Design mem_wb_pipe, sky130hd; sources not shown.
### Met4 routing, run 1

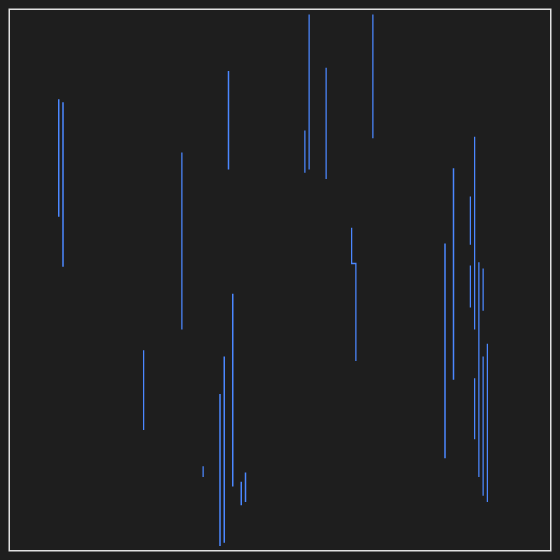
nets with wire on the layer: 23
share of all routed wire: 3.7%
wire length on this layer: 670 um
main direction: vertical
longest straight run: 46.2 um
wire length reported by the detailed router: 18,030 um
routed vias: 4,770

### Clock wiring as the flow saved it, run 1

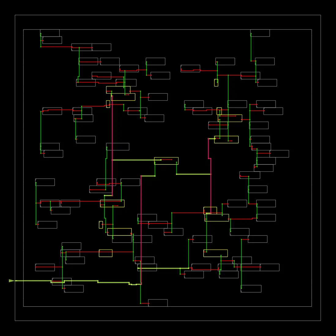
CTS sink count: 78
count of clock-net buffers in the final layout: 14
largest clock skew in the final design: 0 ps
clock latency at the later pin of the worst-skew pair: 320 ps

### The metal 1 layer, run 1

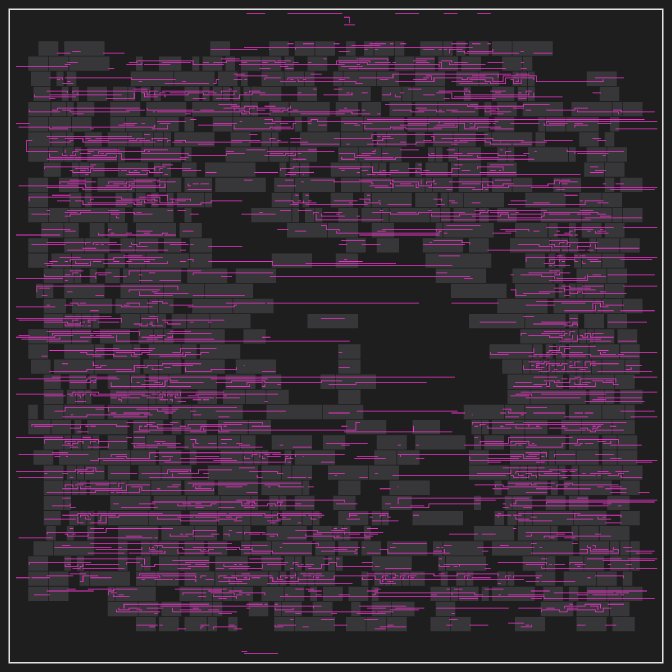
wire length on this layer: 7,050 um
longest straight run: 58.0 um
GRT met1 Usage: 0.2796

==> run notes, run 1 <==
The flow run is done. Routed length on met2 landed at between 9000 and 10,000 um. Routability-driven placement finished with a final weighted congestion of between 0.9 and 1. Area used by sequential logic in the layout landed at 1574 um2. The critical path in the final layout is reported with a setup slack of -763.6 ps. Global-route met2 utilization landed at 0.4444. Sequential fraction of total cell area landed at 0.1960. Yosys cell count landed at 546. Looking at the global route congestion table, the highest-usage layer is met2. Per the CTS log, the buffer count on the longest clock path is 2. The worst setup path is of the reg2out kind.

Layout multi-input combinational cell count landed at 353. The synthesis log from Yosys contains 6 warnings. Number of nets at floorplan landed at between 600 and 700. Final antenna diode count landed at 0.

Deepest level of the CTS H-tree landed at 3. Final setup violation count landed at just under 80. Number of optimization iterations in the first detailed-route pass landed at 5. In this run the critical path is formed by buf_6 -> mux2i_1 -> xor2_1 -> nand4_4 -> buf_12 -> buf_16 -> nor3_4 -> buf_2. The power report lists the combinational group at 946 uW. The max-slew check reports its worst relative slack as 0.7124.

Grouping stages by cell kind, the critical path spends the most delay in buffers and inverters. In this run, post-CTS hold repair placed 0 buffers. Filler cell count landed at around 900. The data arrival time reported for the critical path is 2120 ps. Yosys reports the multiplexer fraction of the synthesized area as 0.1752. The root buffer cell chosen for the clock tree is clkbuf_16.

The worst setup path is launched from a register. For this run, the register share of the synthesized area comes to 0.3421. Ratio of final minimum period to clock period landed at 1.449. TritonCTS built the clock tree. Post-placement setup slack landed at -1051 ps. Per the layout report, the design carries 337 non-clock buffers. Fraction of synthesized cell area taken by the top area cell type landed at 0.3421.

Of all power groups, the one with the highest power is registers. Count of buffers added by post-CTS timing repair for setup landed at 49. The final layout contains between 800 and 900 nets. The stat command in Yosys gives a chip area of 4564 um2.

Reported net switching power landed at approximately 1.2 mW. In this run the VDD rail shows a maximum IR drop of 0.0003437 V. The run finished, with violations left.

Clock share of power landed at 0.377. The worst setup path is captured at an output port. Area taken by multi-input logic gates landed at ~2600 um2. Minimum clock period after layout landed at about 2500 ps. For this design the static power due to leakage is about 3.4 nW. The final reports fail on negative setup slack. For this run, the top clock speed supported by timing is 405.9 MHz. The script computed the net switching share of total power as 0.2495. The first global-routing pass estimated 25,860 um of wire.

The required time at the worst endpoint is listed as 1360 ps. Routed length per instance landed at ~19 um. Power attributed to sequential cells is 1.96 mW.

Non-clock buffer area fraction after layout landed at 0.4271. By area the synthesized netlist is led by dfxtp_1 34%, buf_4 12%, nand2_1 12%. Biggest cell delay along the critical path landed at a little over 400 ps.

Maximum number of pins on one net before global-route repair landed at 79. Measured along the y axis, the die boundary spans roughly 120 um. According to the hold report, the worst path is of the reg2reg type. Number of top-level pins landed at 233.

Async set or reset register ratio after synthesis landed at 0. Leaving out fill and tap cells, the most frequent cells in the layout are 148 x nand2_1, 146 x clkdlybuf4s50_1, 76 x a21oi_1. Multi-input logic gates represent a cell area share of 0.3211. Total number of sequential cells landed at 78. Number of rows in the core area landed at 39. Counting cells, the worst reg-to-reg path comes to 4. Once detail routing completed, the nets flagged for antenna violations numbered 0.

Instance count of the mapped netlist landed at about 550. According to the tapcell log, the count of inserted taps is between 100 and 150. The pin closest to its max-slew limit shows a slew of 419.3 ps. Maximum fanout count along the critical path landed at 6. Summed over all failing endpoints, the final setup total negative slack is -29,770 ps.

Power density of the placed cells landed at 581.0 nW/um2. Per report_power, the Clock row totals ~1.8 mW. Placed cell count landed at approximately 850.

Average cell area after synthesis landed at approximately 8.4 um2. In the final report, the number of pins over their slew limit comes to 0. The power report attributes to the sequential group a share of 0.420. Setup repair after global routing could not meet its margin everywhere. Signal routing reaches up to met4. After synthesis, the netlist uses 27 different library cells.

Simple-gate area share of the yosys netlist landed at 0.2119. And-or/or-and share of the synthesized area landed at 0.09457. Summing internal, switching and leakage power gives about 4.7 mW.

Number of cells in the finished layout apart from fillers landed at 926. Count of maximum capacitance violations landed at 0. Number of buffers inserted during clock tree synthesis landed at 9. Of the total power, combinational logic draws 0.203.

Routed via count divided by cell count landed at about 5.2. Buffer-and-inverter tally for the worst setup path landed at 4. OpenROAD emitted warnings numbering 29.

Once synthesis finished, the tally of register bits stood at just under 80. Met3 track demand over resource landed at 0.05501. Fraction of layout instances using a drive strength above 1 landed at 0.3448.

Netlist area before placement landed at ~4600 um2. Per the final timing report, the hold violations number 0. The largest individual stage delay along the critical path comes from the cell dfxtp_4. For this block, wires on met1 add up to between 7000 and 8000 um.
### Metal 3, run 1

The bar under the picture is 20 um long.
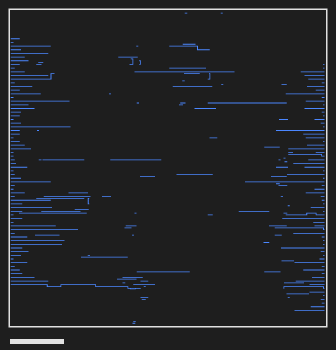

## Run 2: what changed since run 1
--- a/config.mk
+++ b/config.mk
@@ -9,7 +9,7 @@
 export CORE_MARGIN = 3
 export CORE_UTILIZATION = 37
 export DETAILED_ROUTE_END_ITERATION = 6
-export PLACE_DENSITY = 0.78
+export PLACE_DENSITY = 0.86
 export RECOVER_POWER = 100
 export SLEW_MARGIN = 20
 export SYNTH_ARGS = -nofsm -noshare
### Metal 3, run 2

The bar under the picture is 20 um long.
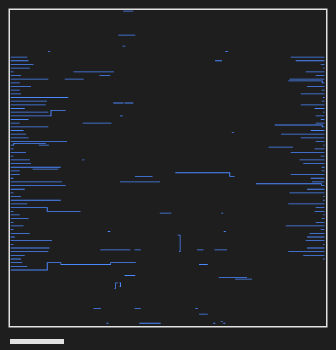
share of all routed wire: 6.1%
longest straight run: 24.2 um
nets with wire on the layer: 142
wire length on this layer: 1,030 um
main direction: horizontal
wire length reported by the detailed router: 16,980 um
routed vias: 4,664
GR met3 Demand/Resource: 0.05810

==> run 2 against run 1 <==
  * The run still ends with negative setup slack left
  * Sequential share of layout area is essentially flat
  * Worst hold slack gained 6.8 ps
  * Area after synthesis is the same
  * Clock power grew about 10%
  * Die size is the same
  * Setup slack lost 120 ps
  * Via count shrank 2.2%
  * Global-route usage shrank 1.7 points
  * Highest routed layer unchanged
==> run notes, run 2 <==
The flow run is done. Status: finished with violations (unchanged). Violations in the final reports: negative setup slack (unchanged). Sequential fraction of total cell area landed at 0.1962 (was 0.1960).

The TritonCTS clock tree was yes (unchanged). Clock share of power landed at 0.404 (was 0.377). The final antenna-violating net count came to 0 (unchanged).

Share of the final layout cell area in multi-input gates landed at 0.3203 (was 0.3211). Tapcell count landed at 143 (unchanged). Final setup violation count landed at 121 (was 78). The critical path startpoint category is a register (unchanged). Layout multi-input combinational cell count landed at 353 (unchanged).

Critical path data required time landed at 1360 ps (about the same). The final count of pins violating max slew is 0 (unchanged). Leakage dissipation landed at 3.354 nW (was 3.375 nW). The sequential cell area fraction in the yosys report is 0.3421 (unchanged). The combinational logic power is 913 uW (was 946 uW). The placed cell count was 851 (unchanged). Flop and latch count out of synthesis landed at 78 (unchanged). Synth area leaders: dfxtp_1 34%, buf_4 12%, nand2_1 12% (unchanged).

The relative contribution of sequential cells to total power came to 0.406 (was 0.420). Number of antenna violations at the first check in global routing landed at 0 (unchanged). The number of optimization iterations in the first detailed-route pass was 4 (was 5). Layout buffer count excluding clock buffers landed at 334 (was 337). Worst-skew pair later-pin latency landed at 320 ps (about the same).

The ratio of final minimum period to clock period was 1.518 (was 1.449). The number of nets at floorplan was 633 (unchanged). Number of hold-repair buffers added at the cts stage landed at 0 (unchanged). Final antenna diode count landed at 0 (unchanged). The final hold violation count was 0 (unchanged). Average cell area after synthesis landed at 8.360 um2 (unchanged). The async set or reset register ratio after synthesis is 0 (unchanged). The maximum number of pins on one net before global-route repair is 79 (unchanged). The number of warnings issued by yosys came to 6 (unchanged). Filler cell count landed at 882 (was 889).

Simple-gate area share of the yosys netlist landed at 0.2119 (unchanged). The slowest cell on the critical path is dfxtp_4 (unchanged). The number of cells in the finished layout apart from fillers is 924 (was 926).

Unrepaired setup endpoints after global routing: yes (unchanged). Data arrival time of the worst path landed at 2240 ps (was 2120 ps). Switching share of power landed at 0.2462 (was 0.2495).

First-pass GRT wire length landed at 24,430 um (was 25,860 um). The critical path capture point type is an output port (unchanged). Count of maximum capacitance violations landed at 0 (unchanged). The instance count of the mapped netlist was 546 (unchanged). Count of buffers added by post-CTS timing repair for setup landed at 40 (was 49).

Post-placement setup slack landed at -1053 ps (was -1051 ps). The routed metal-1 wirelength came to 6517 um (was 7050 um). The mux share of post-synthesis cell area is 0.1752 (unchanged). The area taken by multi-input logic gates was 2567 um2 (was 2579 um2). The biggest cell delay along the critical path came to 400 ps (was 410 ps). The number of top-level pins is 233 (unchanged).

Sequential logic power landed at 1.95 mW (was 1.96 mW). The routability congestion estimate from global placement was 0.8481 (was 0.9239). Routed via count divided by cell count landed at 5.048 (was 5.151). CP cell instances: buf_6 -> mux2i_2 -> xor2_1 -> o211ai_4 -> buf_6 -> buf_12 -> nor3_2 -> buf_2 (was buf_6 -> mux2i_1 -> xor2_1 -> nand4_4 -> buf_12 -> buf_16 -> nor3_4 -> buf_2). The maximum fanout count along the critical path is 8 (was 6). The layer with the highest usage is met2 (unchanged). The critical path class is reg2out (unchanged).

Overall die height landed at 117.1 um (unchanged). Top Layout Cells: 148 x nand2_1, 137 x clkdlybuf4s50_1, 76 x a21oi_1 (was 148 x nand2_1, 146 x clkdlybuf4s50_1, 76 x a21oi_1). Overall power of the completed layout landed at 4.815 mW (was 4.666 mW).

Area used by sequential logic in the layout landed at 1573 um2 (was 1574 um2). Setup TNS landed at -35,110 ps (was -29,770 ps). The routed length on met2 was 8977 um (was 9002 um). The number of rows in the core area came to 39 (unchanged).

Final worst slack landed at -879.8 ps (was -763.6 ps). The total number of sequential cells is 78 (unchanged). Worst setup skew after layout landed at 0 ps (unchanged). Deepest level of the CTS H-tree landed at 3 (unchanged). The maximum frequency from static timing analysis is 387.6 MHz (was 405.9 MHz). The type of the most critical hold path was reg2reg (unchanged).

Global-route met2 utilization landed at 0.4096 (was 0.4444). The fraction of synthesized cell area taken by the top area cell type was 0.3421 (unchanged). The reported net switching power is 1.186 mW (was 1.164 mW). Peak supply drop landed at 0.0004322 V (was 0.0003437 V). Number of buffers inserted during clock tree synthesis landed at 9 (unchanged). Yosys cell count landed at 546 (unchanged). Slew at the pin with the worst max-slew slack landed at 385.5 ps (was 419.3 ps). The number of sinks on the clock net came to 78 (unchanged).

The and-or/or-and share of the synthesized area is 0.09457 (unchanged). The global routing usage on met1 is 0.2640 (was 0.2796). Buffer-and-inverter tally for the worst setup path landed at 4 (unchanged). The highest signal layer in the routed design is met4 (unchanged).
Power figures rest on the tool's default switching activity, not on a simulated workload.
